`src/rtl/bin2bcd_pkg.sv`:
```
// Shared types and constants for the sequential binary-to-BCD converter.
package bin2bcd_pkg;

  localparam int NIB_W = 4;

  typedef enum logic [1:0] {
    ST_IDLE  = 2'd0,
    ST_SHIFT = 2'd1,
    ST_DONE  = 2'd2
  } state_e;

  // Largest value representable in the given number of decimal digits.
  function automatic logic [31:0] bcd_max(input int digits);
    logic [31:0] p;
    p = 32'd1;
    for (int i = 0; i < digits; i++) p = p * 32'd10;
    return p - 32'd1;
  endfunction

endpackage

```
`src/rtl/bin2bcd_if.sv`:
```
// Request/result bundle between the GPIO word source and the BCD converter.
interface bin2bcd_if
  import bin2bcd_pkg::*;
#(
  parameter int BIN_W  = 16,
  parameter int DIGITS = 4
);
  logic [BIN_W-1:0]        bin;
  logic                    start;
  logic                    busy;
  logic                    done;
  logic [NIB_W*DIGITS-1:0] bcd;
  logic                    ovf;

  modport master (output bin, start, input busy, done, bcd, ovf);
  modport slave  (input bin, start, output busy, done, bcd, ovf);
endinterface

```
`src/rtl/bcd_digit_adj.sv`:
```
// Double-dabble nibble correction: add 3 to any digit of 5 or more.
// Purely combinational, zero latency, no flow control.
module bcd_digit_adj
  import bin2bcd_pkg::*;
(
  input  logic [NIB_W-1:0] in,
  output logic [NIB_W-1:0] out
);
  assign out = (in >= NIB_W'(5)) ? in + NIB_W'(3) : in;
endmodule

```
`src/rtl/bin2bcd_seq.sv`:
```
// Iterative binary-to-BCD converter; BIN_W+1 cycles from accepted start to done.
// Requests outside IDLE are dropped. Optional BIN2BCD_AUTO_EN retriggers on operand change.
module bin2bcd_seq
  import bin2bcd_pkg::*;
#(
  parameter int BIN_W  = 16,
  parameter int DIGITS = 4
)(
  input  logic      clk,
  input  logic      reset,
  bin2bcd_if.slave  io
);
  localparam int          BCD_W  = NIB_W * DIGITS;
  localparam int          WORK_W = BCD_W + BIN_W;
  localparam int          CNT_W  = $clog2(BIN_W + 1);
  localparam logic [31:0] MAX    = bcd_max(DIGITS);

  localparam logic [1:0] IDLE  = ST_IDLE;
  localparam logic [1:0] SHIFT = ST_SHIFT;
  localparam logic [1:0] DONE  = ST_DONE;

  logic [1:0]        state;
  logic [WORK_W-1:0] work;
  logic [WORK_W-1:0] work_adj;
  logic [CNT_W-1:0]  cnt;
  logic              ovf_pend;
  logic [31:0]       bin_ext;
  logic              over;
  logic [BIN_W-1:0]  sat;
  logic              req;

  // Clamp so the BCD field can always hold the result; ovf records the clamp.
  assign bin_ext = 32'(io.bin);
  assign over    = bin_ext > MAX;
  assign sat     = over ? MAX[BIN_W-1:0] : io.bin;

  assign work_adj[BIN_W-1:0] = work[BIN_W-1:0];
  for (genvar d = 0; d < DIGITS; d++) begin : g_adj
    bcd_digit_adj u_adj (
      .in  (work[BIN_W + NIB_W*d +: NIB_W]),
      .out (work_adj[BIN_W + NIB_W*d +: NIB_W])
    );
  end

`ifdef BIN2BCD_AUTO_EN
  logic [BIN_W-1:0] last_bin;
  logic             primed;

  assign req = io.start | ~primed | (io.bin != last_bin);

  always_ff @(posedge clk or negedge reset) begin
    if (!reset) begin
      last_bin <= '0;
      primed   <= 1'b0;
    end else if (state == IDLE && req) begin
      last_bin <= io.bin;
      primed   <= 1'b1;
    end
  end
`else
  assign req = io.start;
`endif

  always_ff @(posedge clk or negedge reset) begin
    if (!reset) begin
      state    <= IDLE;
      work     <= '0;
      cnt      <= '0;
      ovf_pend <= 1'b0;
      io.busy  <= 1'b0;
      io.done  <= 1'b0;
      io.bcd   <= '0;
      io.ovf   <= 1'b0;
    end else begin
      io.done <= 1'b0;
      case (state)
        IDLE: begin
          if (req) begin
            work     <= {{BCD_W{1'b0}}, sat};
            cnt      <= CNT_W'(BIN_W);
            ovf_pend <= over;
            io.busy  <= 1'b1;
            state    <= SHIFT;
          end
        end
        SHIFT: begin
          work <= work_adj << 1;
          cnt  <= cnt - CNT_W'(1);
          if (cnt == CNT_W'(1)) state <= DONE;
        end
        DONE: begin
          io.bcd  <= work[WORK_W-1 -: BCD_W];
          io.ovf  <= ovf_pend;
          io.done <= 1'b1;
          io.busy <= 1'b0;
          state   <= IDLE;
        end
        default: state <= IDLE;
      endcase
    end
  end

endmodule

```
`src/flat_wrapper.sv`:
```
// flat-port wrapper written by rule: the top's interface ports become plain ports
module bin2bcd_seq_flat import bin2bcd_pkg::*;
#(
  parameter int BIN_W  = 16,
  parameter int DIGITS = 4
)
  (clk, reset, io_bin, io_start, io_busy, io_done, io_bcd, io_ovf);
  bin2bcd_if #(.BIN_W(BIN_W), .DIGITS(DIGITS)) io_i ();
  input  logic clk;
  input  logic reset;
  input wire logic [$bits(io_i.bin)-1:0] io_bin;
  input wire logic [$bits(io_i.start)-1:0] io_start;
  output wire logic [$bits(io_i.busy)-1:0] io_busy;
  output wire logic [$bits(io_i.done)-1:0] io_done;
  output wire logic [$bits(io_i.bcd)-1:0] io_bcd;
  output wire logic [$bits(io_i.ovf)-1:0] io_ovf;
  assign io_i.bin = io_bin;
  assign io_i.start = io_start;
  assign io_busy = io_i.busy;
  assign io_done = io_i.done;
  assign io_bcd = io_i.bcd;
  assign io_ovf = io_i.ovf;
  bin2bcd_seq #(.BIN_W(BIN_W), .DIGITS(DIGITS)) u_core (.clk(clk), .reset(reset), .io(io_i));
endmodule
```
`config.mk`:
```
export PLATFORM = sky130hd
export DESIGN_NAME = bin2bcd_seq_flat
export DESIGN_NICKNAME = d
export VERILOG_FILES = /design/src/rtl/bin2bcd_pkg.sv /design/src/rtl/bin2bcd_if.sv /design/src/rtl/bcd_digit_adj.sv /design/src/rtl/bin2bcd_seq.sv /design/src/flat_wrapper.sv
export SDC_FILE = /design/constraint.sdc
export NUM_CORES = 1
export LEC_CHECK = 0
export ABC_AREA = 1
export CORE_MARGIN = 10
export CORE_UTILIZATION = 51
export CTS_BUF_LIST = sky130_fd_sc_hd__clkbuf_8
export CTS_CLUSTER_DIAMETER = 30
export DETAILED_ROUTE_END_ITERATION = 12
export PLACE_DENSITY = 0.75
export SLEW_MARGIN = 5
export SYNTH_ARGS = -nofsm -noshare
export SYNTH_HDL_FRONTEND = slang
export SYNTH_SLANG_ARGS = --single-unit
```
`constraint.sdc`:
```
create_clock -name clk -period 1.1 [get_ports clk]
set_input_delay 0.11 -clock clk [delete_from_list [all_inputs] [get_ports clk]]
set_output_delay 0.11 -clock clk [all_outputs]
set_load 0.005 [all_outputs]
```
run_1/congestion_map.png
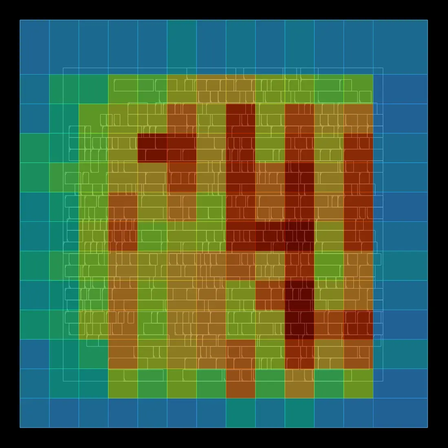
met2 Usage GRT: 29.12%
met1 Resource Use GR: 18.26%
met3 Track Usage GR: 3.142%
average routed wire per standard cell: 16.22 microns
GRT Total Usage: 16.31%

run_1/m3.png
(3 px per micron)
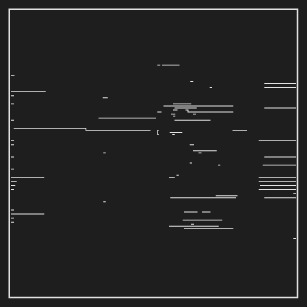
48 nets have wire on it. The layer carries 414 microns of wire.
via count: 2677
WL final: 8.111 mm

run_1/sizing.png
(4 px per micron)
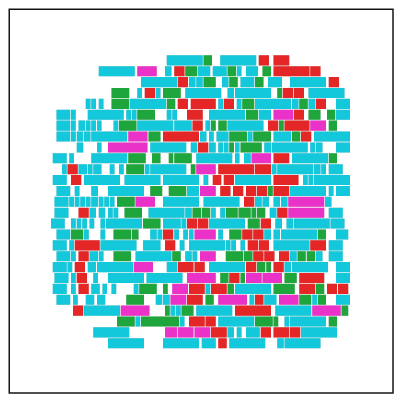
Key: x6 and larger = magenta [cells 26, share 6.1%, most used clkbuf_8]; x1 and smaller = cyan [cells 242, share 57%, most used dfrtp_1]; x2 = green [cells 82, share 19%, most used nand2_2]; x3 and x4 = red [cells 78, share 18%, most used buf_4]

run_1/m2.png
(3 px per micron) Cells faint in the background.
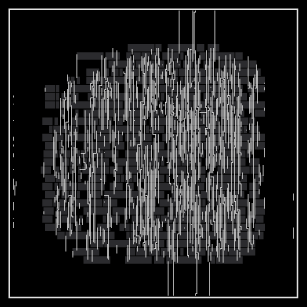
385 nets have wire on it. The longest straight run is 50.0 microns. The layer carries 4290 microns of wire.

==> out/results.tsv, run 1 <==
stage	metric	value	unit
final_layout	combinational gate count	209	
status	violated checks	negative setup slack	
logic_synthesis	EDFF count, synth	0	
pwr	Sequential Power Share	31.2	%
global_route	initial antenna violation count	0	
setup_path	crit path buf inv count	2	
route	metal2 WL	4.286	mm
setup_path	beginning of the critical path	u_core.work[20]	
final_layout	Finished Layout Cells	500	
logic_synthesis	number of cells in Yosys stat	323	
final_layout	Data buffer area share	21.88	%
route	Initial DRC Count	120	
setup_path	Worst Setup Path Type	reg2reg	
final_layout	Area Growth Syn to Fin	51.65	%
status	status	finished with violations	
setup_path	crit-path max FO	5	
global_route	GRT overflow	0	
pwr	Logic power comb	7.09	mW
setup_path	CP Data Required Time	1310	ps
placement	hpwl dp	4.255	mm
logic_synthesis	Top-area cell share	50.71	%
timing	worst slew pin tran	318.7	ps
timing	clk_skew	5.720	ps
global_route	GRT busiest layer	met2	
pwr	Top Consumer	combinational logic	
floorplan	Initial Utilization	52.87	%
floorplan	core area	5507	sq um
logic_synthesis	Synth area leader	dfrtp_1	
timing	post-route setup slack	-179.3	ps
final_layout	cell class ranked first by area	logic gates	
global_route	maximum number of pins on one net before global-route repair	60	
logic_synthesis	Multiplexer share	0	%
setup_path	Arr. time, crit path	1490	ps
setup_path	RR Startpoint	u_core.work[20]	
final_layout	biggest regs	u_core.work: 32 flops, u_core.io.bcd: 16 flops, u_core.cnt: 5 flops	
flow_run	# Max-Cap Violations	0	
clocking	CTS clock-pin slew for the worst setup and hold paths	60	ps
clocking	root cell of the clock tree	clkbuf_8	
placement	dpl ws	-318.6	ps
logic_synthesis	Mapped Area	2912	sq um
pwr	Power Total	12.52	mW
pwr	Pwr Density	2834	nW/um^2
route	first-pass iteration count of the detailed router	4	
route	met1 wire length	3.161	mm
timing	final hold slack	317.1	ps
pwr	sequential power	3.91	mW
placement	placer congestion estimate	0.7808	
timing	RSZ-0062 raised after global routing	true	
global_route	first-pass GRT wire length	11.80	mm
floorplan	die height	95.56	microns
timing	Final Max Tran Viols	0	
placement	placed insts	455	
floorplan	row count	27	
clocking	H-tree depth	3	
global_route	vias in the first global route	2616	
clocking	CTS tree	built	
route	top layer in use	met4	
final_layout	Largest register FFs	32	
final_layout	final instance area	4415	sq um
logic_synthesis	yosys simple share	19.25	%
placement	Port Buffers	37	
setup_path	crit path to	u_core.work[21]	
pwr	peak supply drop	0.001286	V
final_layout	flop count	59	
final_layout	FF/Latch Area	1478	sq um
final_layout	layout net count	455	
final_layout	Seq area share	33.47	%
floorplan	TAP cells	72	
clocking	hold_buf cts	1	
timing	max_slew headroom	78.75	%
setup_path	crit end category	flop	
final_layout	fillers	329	
timing	final setup fails	55	
timing	Final min period	1279	ps
logic_synthesis	Main synth FF type	dfrtp_1	
final_layout	Top Layout Cells	dfrtp_1, nand2_1, buf_4	
clocking	CTS buffer count	9	
pwr	Clock power frac	12.1	%
logic_synthesis	Cell Type Count	30	
timing	crit share post-route	116.3	%
setup_path	Slowest cell on crit path	dfrtp_1	
pwr	Net Sw Power	5.324	mW
logic_synthesis	ys async rst share	100.0	%
setup_path	critical path depth	7	
floorplan	Chip Width	95.56	microns
logic_synthesis	Post-synth seq share	50.71	%
pwr	combinational power share	56.6	%
timing	Hold Violations, Final	0	
flow_run	Tool Warnings	34	
clocking	clk sinks	59	
final_layout	n_diodes	0	
logic_synthesis	Logic family by area	simple AND/OR/NAND/NOR gates	
setup_path	cell family with most CP delay	flip-flops	
final_layout	clock buffer count	9	
floorplan	# IOs	38	
logic_synthesis	Syn Nets	352	
floorplan	die area	9131	sq um
pwr	Clk. pwr	1.52	mW
setup_path	FF-to-FF End	u_core.work[21]	
pwr	Sw Share	42.54	%
clocking	post-CTS sizing	87	
setup_path	Reg2Reg Setup Slack	-180	ps
logic_synthesis	Complex Gates by Area	14.22	%
final_layout	Gate Area	1538	sq um
route	Vias/cell	5.354	
logic_synthesis	top cells by area	dfrtp_1, nand2_1, o21ai_0	
route	DR WL met3	413	microns
setup_path	worst-path cell chain	inv_2 -> ha_4 -> inv_4 -> nand2_4 -> nand3_4 -> nor2_2 -> o22ai_2	
run_1/gates.png
(4 px per micron)
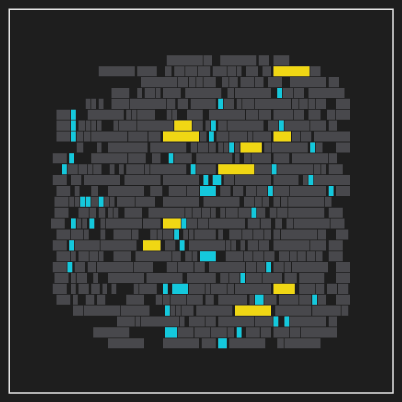

==> inputs of run 2 (changes only) <==
--- a/config.mk
+++ b/config.mk
@@ -6,11 +6,12 @@
 export NUM_CORES = 1
 export LEC_CHECK = 0
 export ABC_AREA = 1
-export CORE_MARGIN = 10
-export CORE_UTILIZATION = 51
+export CORE_MARGIN = 1
+export CORE_UTILIZATION = 59
 export CTS_BUF_LIST = sky130_fd_sc_hd__clkbuf_8
 export CTS_CLUSTER_DIAMETER = 30
 export DETAILED_ROUTE_END_ITERATION = 12
+export DONT_BUFFER_PORTS = 1
 export PLACE_DENSITY = 0.75
 export SLEW_MARGIN = 5
 export SYNTH_ARGS = -nofsm -noshare
run_2/gates.png
(6 px per micron)
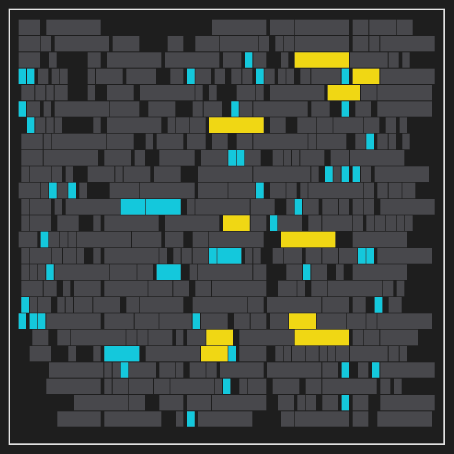
Key: inv cells = cyan [cells 45, most used inv_1, where all over the die]; fa/ha/maj cells = yellow [cells 10, most used ha_1]

==> run 2 against run 1 <==
  * The run ends with negative hold slack, negative setup slack left
  * Cell count down 8.4%
  * Global-route usage up 11 points
  * Non-clock buffer count down 40
  * Critical path depth unchanged
  * Setup slack worse by 42 ps
  * Area after synthesis unchanged
  * Sequential cell count unchanged
  * Routed wire length down 5.5%
  * Count of clock-buffer cells in the layout up 2
==> out/results.tsv, run 2 <==
stage	metric	value	unit
logic_synthesis	number of cells in Yosys stat	323	
logic_synthesis	Post-synth seq share	50.71	%
flow_run	# Max-Cap Violations	0	
timing	Final min period	1322	ps
route	met1 wire length	2.975	mm
logic_synthesis	top cells by area	dfrtp_1, nand2_1, o21ai_0	
pwr	Sw Share	42.73	%
setup_path	Arr. time, crit path	1540	ps
pwr	peak supply drop	0.001646	V
pwr	Clock power frac	14.1	%
global_route	GRT busiest layer	met2	
timing	final setup fails	55	
timing	Hold Violations, Final	59	
pwr	sequential power	3.96	mW
flow_run	Tool Warnings	36	
placement	dpl ws	-165.1	ps
clocking	clk sinks	59	
timing	Final Max Tran Viols	0	
pwr	Net Sw Power	5.273	mW
pwr	Pwr Density	3101	nW/um^2
timing	final hold slack	-539.1	ps
setup_path	CP Data Required Time	1320	ps
setup_path	Reg2Reg Setup Slack	-220	ps
global_route	met1 Resource Use GR	33.52	%
setup_path	Worst Setup Path Type	reg2reg	
global_route	first-pass GRT wire length	10.88	mm
clocking	CTS clock-pin slew for the worst setup and hold paths	70	ps
setup_path	FF-to-FF End	u_core.work[26]	
timing	worst slew pin tran	274.3	ps
floorplan	TAP cells	67	
final_layout	Finished Layout Cells	458	
clocking	post-CTS sizing	58	
route	Initial DRC Count	278	
floorplan	# IOs	38	
route	first-pass iteration count of the detailed router	4	
floorplan	die area	5220	sq um
pwr	Power Total	12.34	mW
setup_path	crit-path max FO	5	
final_layout	Seq area share	37.17	%
timing	max_slew headroom	81.69	%
global_route	initial antenna violation count	0	
setup_path	worst-path cell chain	inv_2 -> ha_4 -> inv_2 -> nand2_4 -> nand3_4 -> o21ai_1 -> nand2_1	
setup_path	crit end category	flop	
final_layout	fillers	258	
global_route	GRT Total Usage	27.74	%
global_route	met3 Track Usage GR	4.028	%
pwr	Logic power comb	6.64	mW
pwr	Clk. pwr	1.75	mW
setup_path	cell family with most CP delay	flip-flops	
status	status	finished with violations	
floorplan	Initial Utilization	61.64	%
global_route	maximum number of pins on one net before global-route repair	60	
placement	placed insts	408	
route	top layer in use	met4	
clocking	hold_buf cts	12	
logic_synthesis	Logic family by area	simple AND/OR/NAND/NOR gates	
route	average routed wire per standard cell	16.74	microns
logic_synthesis	ys async rst share	100.0	%
placement	hpwl dp	3.685	mm
logic_synthesis	Synth area leader	dfrtp_1	
logic_synthesis	EDFF count, synth	0	
logic_synthesis	Complex Gates by Area	14.22	%
setup_path	crit path buf inv count	2	
route	DR WL met3	327	microns
final_layout	combinational gate count	209	
logic_synthesis	Cell Type Count	30	
route	via count	2535	
setup_path	crit path to	u_core.work[26]	
final_layout	Area Growth Syn to Fin	36.66	%
timing	crit share post-route	120.2	%
timing	clk_skew	7.415	ps
final_layout	FF/Latch Area	1479	sq um
timing	post-route setup slack	-221.8	ps
final_layout	Data buffer area share	13.87	%
final_layout	flop count	59	
status	violated checks	negative hold slack, negative setup slack	
final_layout	cell class ranked first by area	flip-flops and latches	
final_layout	clock buffer count	11	
logic_synthesis	Syn Nets	352	
logic_synthesis	yosys synthesis chip area	2912	sq um
logic_synthesis	Multiplexer share	0	%
floorplan	row count	25	
logic_synthesis	Mapped Area	2912	sq um
setup_path	Slowest cell on crit path	dfrtp_1	
final_layout	biggest regs	u_core.work: 32 flops, u_core.io.bcd: 16 flops, u_core.cnt: 5 flops	
final_layout	n_diodes	0	
clocking	CTS buffer count	9	
global_route	met2 Usage GRT	49.64	%
logic_synthesis	Main synth FF type	dfrtp_1	
final_layout	Top Layout Cells	nand2_1, dfrtp_1, buf_4	
placement	Port Buffers	0	
global_route	vias in the first global route	2425	
route	Vias/cell	5.535	
final_layout	layout net count	415	
pwr	combinational power share	53.8	%
final_layout	Largest register FFs	32	
logic_synthesis	Top-area cell share	50.71	%
setup_path	beginning of the critical path	u_core.work[25]	
clocking	CTS tree	built	
route	metal2 WL	4.161	mm
timing	RSZ-0062 raised after global routing	true	
pwr	Sequential Power Share	32.1	%
final_layout	Gate Area	1475	sq um
floorplan	core area	4723	sq um
setup_path	RR Startpoint	u_core.work[25]	
clocking	H-tree depth	3	
logic_synthesis	yosys simple share	19.25	%
final_layout	final instance area	3979	sq um
setup_path	critical path depth	7	
global_route	GRT overflow	0	
pwr	Top Consumer	combinational logic	
floorplan	Chip Width	72.25	microns
floorplan	die height	72.25	microns
run_2/m3.png
(4 px per micron)
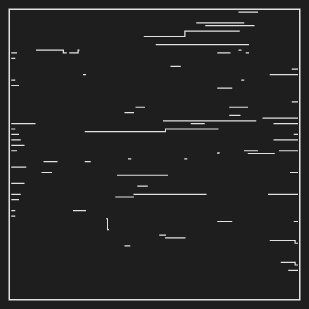

==> inputs of run 3 (changes only) <==
--- a/config.mk
+++ b/config.mk
@@ -12,7 +12,7 @@
 export CTS_CLUSTER_DIAMETER = 30
 export DETAILED_ROUTE_END_ITERATION = 12
 export DONT_BUFFER_PORTS = 1
-export PLACE_DENSITY = 0.75
+export PLACE_DENSITY = 0.77
 export SLEW_MARGIN = 5
 export SYNTH_ARGS = -nofsm -noshare
 export SYNTH_HDL_FRONTEND = slang
run_3/m3.png
(4 px per micron)
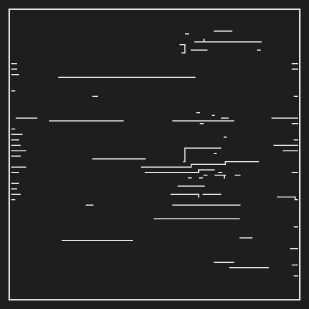
50 nets have wire on it. The wires run mostly horizontal. The longest straight run is 34.0 microns.

==> run 3 against run 2 <==
  * The flow still finishes with violations (negative hold slack, negative setup slack)
  * Global-route usage grew 1.8 points
  * Routed wire length shrank 2.2%
  * Clock skew grew 0.80 ps
  * Count of clock-buffer cells in the layout is the same
  * Combinational power decreased by 2%
  * Utilization barely moved
  * Area after synthesis is the same
==> out/results.tsv, run 3 <==
stage	metric	value	unit
clocking	clk sinks	59	
global_route	GRT Total Usage	29.55	%
route	via count	2512	
placement	placed insts	408	
route	WL final	7.496	mm
final_layout	Gate Area	1461	sq um
pwr	Clock power frac	14.2	%
timing	Hold Violations, Final	60	
route	met1 wire length	2.980	mm
setup_path	beginning of the critical path	u_core.work[20]	
pwr	Sequential Power Share	32.2	%
pwr	sequential power	3.91	mW
global_route	GRT busiest layer	met2	
floorplan	core area	4723	sq um
timing	Final min period	1257	ps
clocking	CTS clock-pin slew for the worst setup and hold paths	70	ps
logic_synthesis	ys async rst share	100.0	%
timing	post-route setup slack	-157.4	ps
final_layout	Area Growth Syn to Fin	36.70	%
route	Initial DRC Count	205	
global_route	vias in the first global route	2588	
logic_synthesis	Cell Type Count	30	
final_layout	Finished Layout Cells	459	
final_layout	biggest regs	u_core.work: 32 flops, u_core.io.bcd: 16 flops, u_core.cnt: 5 flops	
logic_synthesis	Top-area cell share	50.71	%
global_route	GRT overflow	0	
timing	final hold slack	-541.7	ps
floorplan	Initial Utilization	61.64	%
setup_path	Worst Setup Path Type	reg2reg	
timing	max_slew headroom	79.02	%
route	Vias/cell	5.473	
pwr	Sw Share	42.04	%
logic_synthesis	top cells by area	dfrtp_1, nand2_1, o21ai_0	
status	status	finished with violations	
clocking	post-CTS sizing	68	
logic_synthesis	number of cells in Yosys stat	323	
logic_synthesis	yosys simple share	19.25	%
logic_synthesis	Logic family by area	simple AND/OR/NAND/NOR gates	
final_layout	fillers	249	
logic_synthesis	Post-synth seq share	50.71	%
flow_run	Tool Warnings	36	
floorplan	Chip Width	72.25	microns
floorplan	die height	72.25	microns
route	DR WL met3	341	microns
clocking	CTS tree	built	
timing	worst slew pin tran	311.3	ps
timing	Final Max Tran Viols	0	
logic_synthesis	Multiplexer share	0	%
setup_path	crit path to	u_core.work[23]	
timing	final setup fails	53	
route	metal2 WL	3.919	mm
logic_synthesis	yosys synthesis chip area	2912	sq um
global_route	met2 Usage GRT	52.86	%
setup_path	CP Data Required Time	1360	ps
final_layout	n_diodes	0	
clocking	CTS buffer count	9	
setup_path	Reg2Reg Setup Slack	-160	ps
flow_run	# Max-Cap Violations	0	
final_layout	combinational gate count	209	
final_layout	final instance area	3980	sq um
status	violated checks	negative hold slack, negative setup slack	
setup_path	FF-to-FF End	u_core.work[23]	
Power and IR drop assume default switching activity.
